**Met1 routing**

Bar = 20 um.
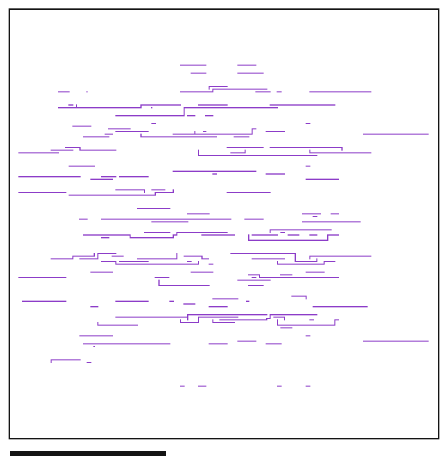
**Met2 routing**

Bar = 20 um. Cells faint in the background.
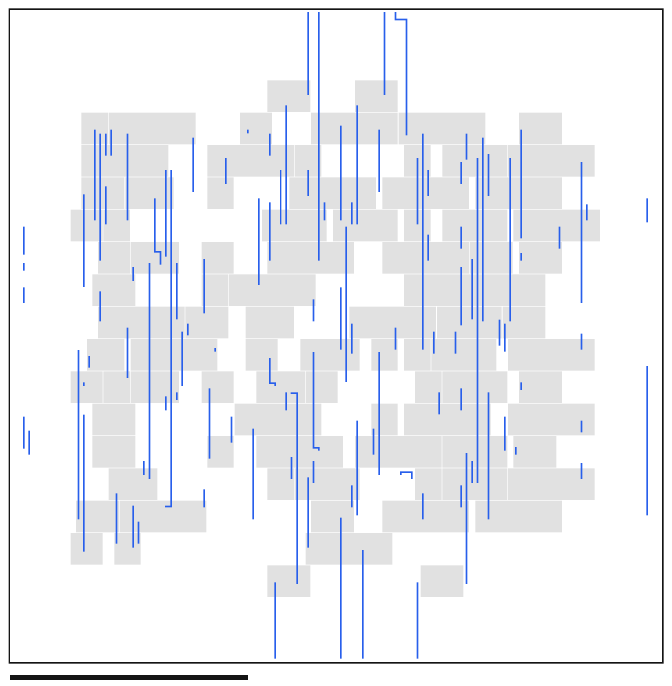
**M3 wires**

Bar = 20 um. Cells faint in the background.
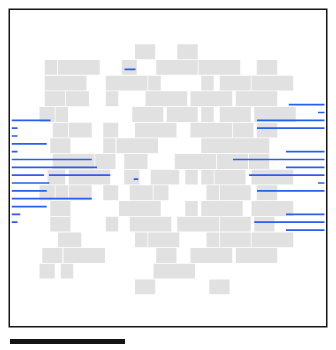
**Cell area per tile**

11 x 11 tiles, from white (low) to dark blue (high), 0 to 100% covered.
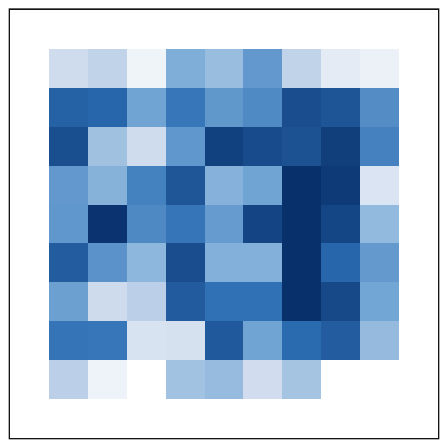
<file path="config.mk">
export PLATFORM = sky130hd
export DESIGN_NAME = latch_16
export DESIGN_NICKNAME = d
export VERILOG_FILES = /design/src/rtl/latch_16_pkg.sv /design/src/rtl/latch_16_cell.sv /design/src/rtl/latch_16.sv
export SDC_FILE = /design/constraint.sdc
export NUM_CORES = 1
export LEC_CHECK = 0
export CORE_MARGIN = 5
export CORE_UTILIZATION = 39
export CTS_CLUSTER_DIAMETER = 80
export DETAILED_ROUTE_END_ITERATION = 8
export PLACE_DENSITY = 0.76
export SETUP_SLACK_MARGIN = 0.3
export SLEW_MARGIN = 20
export SYNTH_ARGS = -nofsm -noshare
export SYNTH_HDL_FRONTEND = slang
export SYNTH_SLANG_ARGS = --single-unit
</file>
<file path="constraint.sdc">
create_clock -name clk_sys -period 2.35 [get_ports clk_sys]
set_input_delay 0.47 -clock clk_sys [delete_from_list [all_inputs] [get_ports clk_sys]]
set_output_delay 0.47 -clock clk_sys [all_outputs]
set_load 0.05 [all_outputs]
</file>
<file path="src/rtl/latch_16_pkg.sv">
// Shared width and word type for the 16-bit gated holding latch.
// Bit 0 is the MSB throughout ([0:WIDTH-1] bus order).
package latch_16_pkg;

    localparam int LATCH_16_WIDTH = 16;

    typedef logic [0:LATCH_16_WIDTH-1] word_t;

endpackage

</file>
<file path="src/rtl/latch_16_cell.sv">
// One bit of the gated latch: clocked hold flop plus output select.
// LATCH_16_REGISTERED_OUT_EN removes the transparent d->q path.
module latch_16_cell
    import latch_16_pkg::*;
(
    input  logic clk_sys,
    input  logic rst,
    input  logic d,
    input  logic c,
    output logic q
);

    logic r_h;

    // Reset wins over the gate; a low gate simply holds.
    always_ff @(posedge clk_sys) begin
        if (rst) begin
            r_h <= 1'b0;
        end else if (c) begin
            r_h <= d;
        end
    end

`ifdef LATCH_16_REGISTERED_OUT_EN
    assign q = r_h;
`else
    assign q = c ? d : r_h;
`endif

endmodule

</file>
<file path="src/rtl/latch_16.sv">
// 16-bit gated data latch built from clocked per-bit cells.
// Define LATCH_16_REGISTERED_OUT_EN for a fully registered q.
module latch_16
    import latch_16_pkg::*;
#(
    parameter int WIDTH = LATCH_16_WIDTH
) (
    input  logic             clk_sys,
    input  logic             rst,
    input  logic [0:WIDTH-1] d,
    input  logic             c,
    output logic [0:WIDTH-1] q
);

    logic [0:WIDTH-1] w_q;

    for (genvar gi = 0; gi < WIDTH; gi++) begin : g_bit
        latch_16_cell u_cell (
            .clk_sys (clk_sys),
            .rst     (rst),
            .d       (d[gi]),
            .c       (c),
            .q       (w_q[gi])
        );
    end

    assign q = w_q;

endmodule

</file>
==> results.json <==
{
  "cp_max_fo": 8,
  "cts-resized-gates": 1,
  "antenna_cells": 0,
  "use_met2_pct": 17.5,
  "r2r_setup_slack_ns": 1.48,
  "buffer_area_share_pct": 40.2,
  "synthXorXnorAreaFrac_pct": 0,
  "run_status": "complete, no violations",
  "pg_clk_uw": 177,
  "synth_top_cell_by_area": "dfxtp_1",
  "critical_path.endpoint": "q[5]",
  "num-nets-final": 108,
  "intPower_uw": 516,
  "gp_congestion": 0.610,
  "n_fill_cell": 167,
  "edf_count": 0,
  "final_cell_mix": "17 x clkdlybuf4s50_1, 16 x nor2b_1, 16 x dfxtp_1, 11 x buf_12, 10 x mux2_4",
  "remaining_drc_errors": 0,
  "switching_share_pct": 29.0,
  "lay_top_count": "clkdlybuf4s50_1",
  "combGateArea_sq_um": 318,
  "grt_pass1_vias": 510,
  "n_tap_cell": 27,
  "die_h_um": 54.9,
  "port_buffers": 34,
  "tritoncts": "built",
  "cts.sinks": 16,
  "area_share_clock_buf_inv_pct": 3.06,
  "ys_ff": 16,
  "whs_path_depth": 2,
  "p_per_area_nw_per_um2": 613,
  "cp.depth": 4,
  "clk_latency_ns": 0.28,
  "cp_num_buf_inv": 3,
  "gr-usage-met1_pct": 12.5,
  "ys_area_sq_um": 785,
  "inverters_excl_clock": 0,
  "drive_above_1_share_pct": 43.2,
  "dpl_cell_area_sq_um": 1120,
  "utilization_pct": 61.0,
  "timing.final.ws_setup_ns": 0.351,
  "grt_use_met3_pct": 4.36,
  "sh_seq_area_pct": 27.0,
  "rsz0062_at_grt": "false",
  "crit_type": "input pin to output pin"
}
About 'met1 routing':
main direction: horizontal
wire length on this layer: 600 um
share of all routed wire: 42%
nets with wire on the layer: 87

About 'met2 routing':
share of all routed wire: 42%
nets with wire on the layer: 97
wire length on this layer: 597 um
main direction: vertical
longest straight run: 28.2 um

About 'M3 wires':
wire length on this layer: 201 um
longest straight run: 15.6 um

About 'cell area per tile':
tiles over 75% full: 22%
emptiest ninth of the die: south-west
fullest tile: 100%
nearly empty tiles: 36%
mean over tiles: 38%

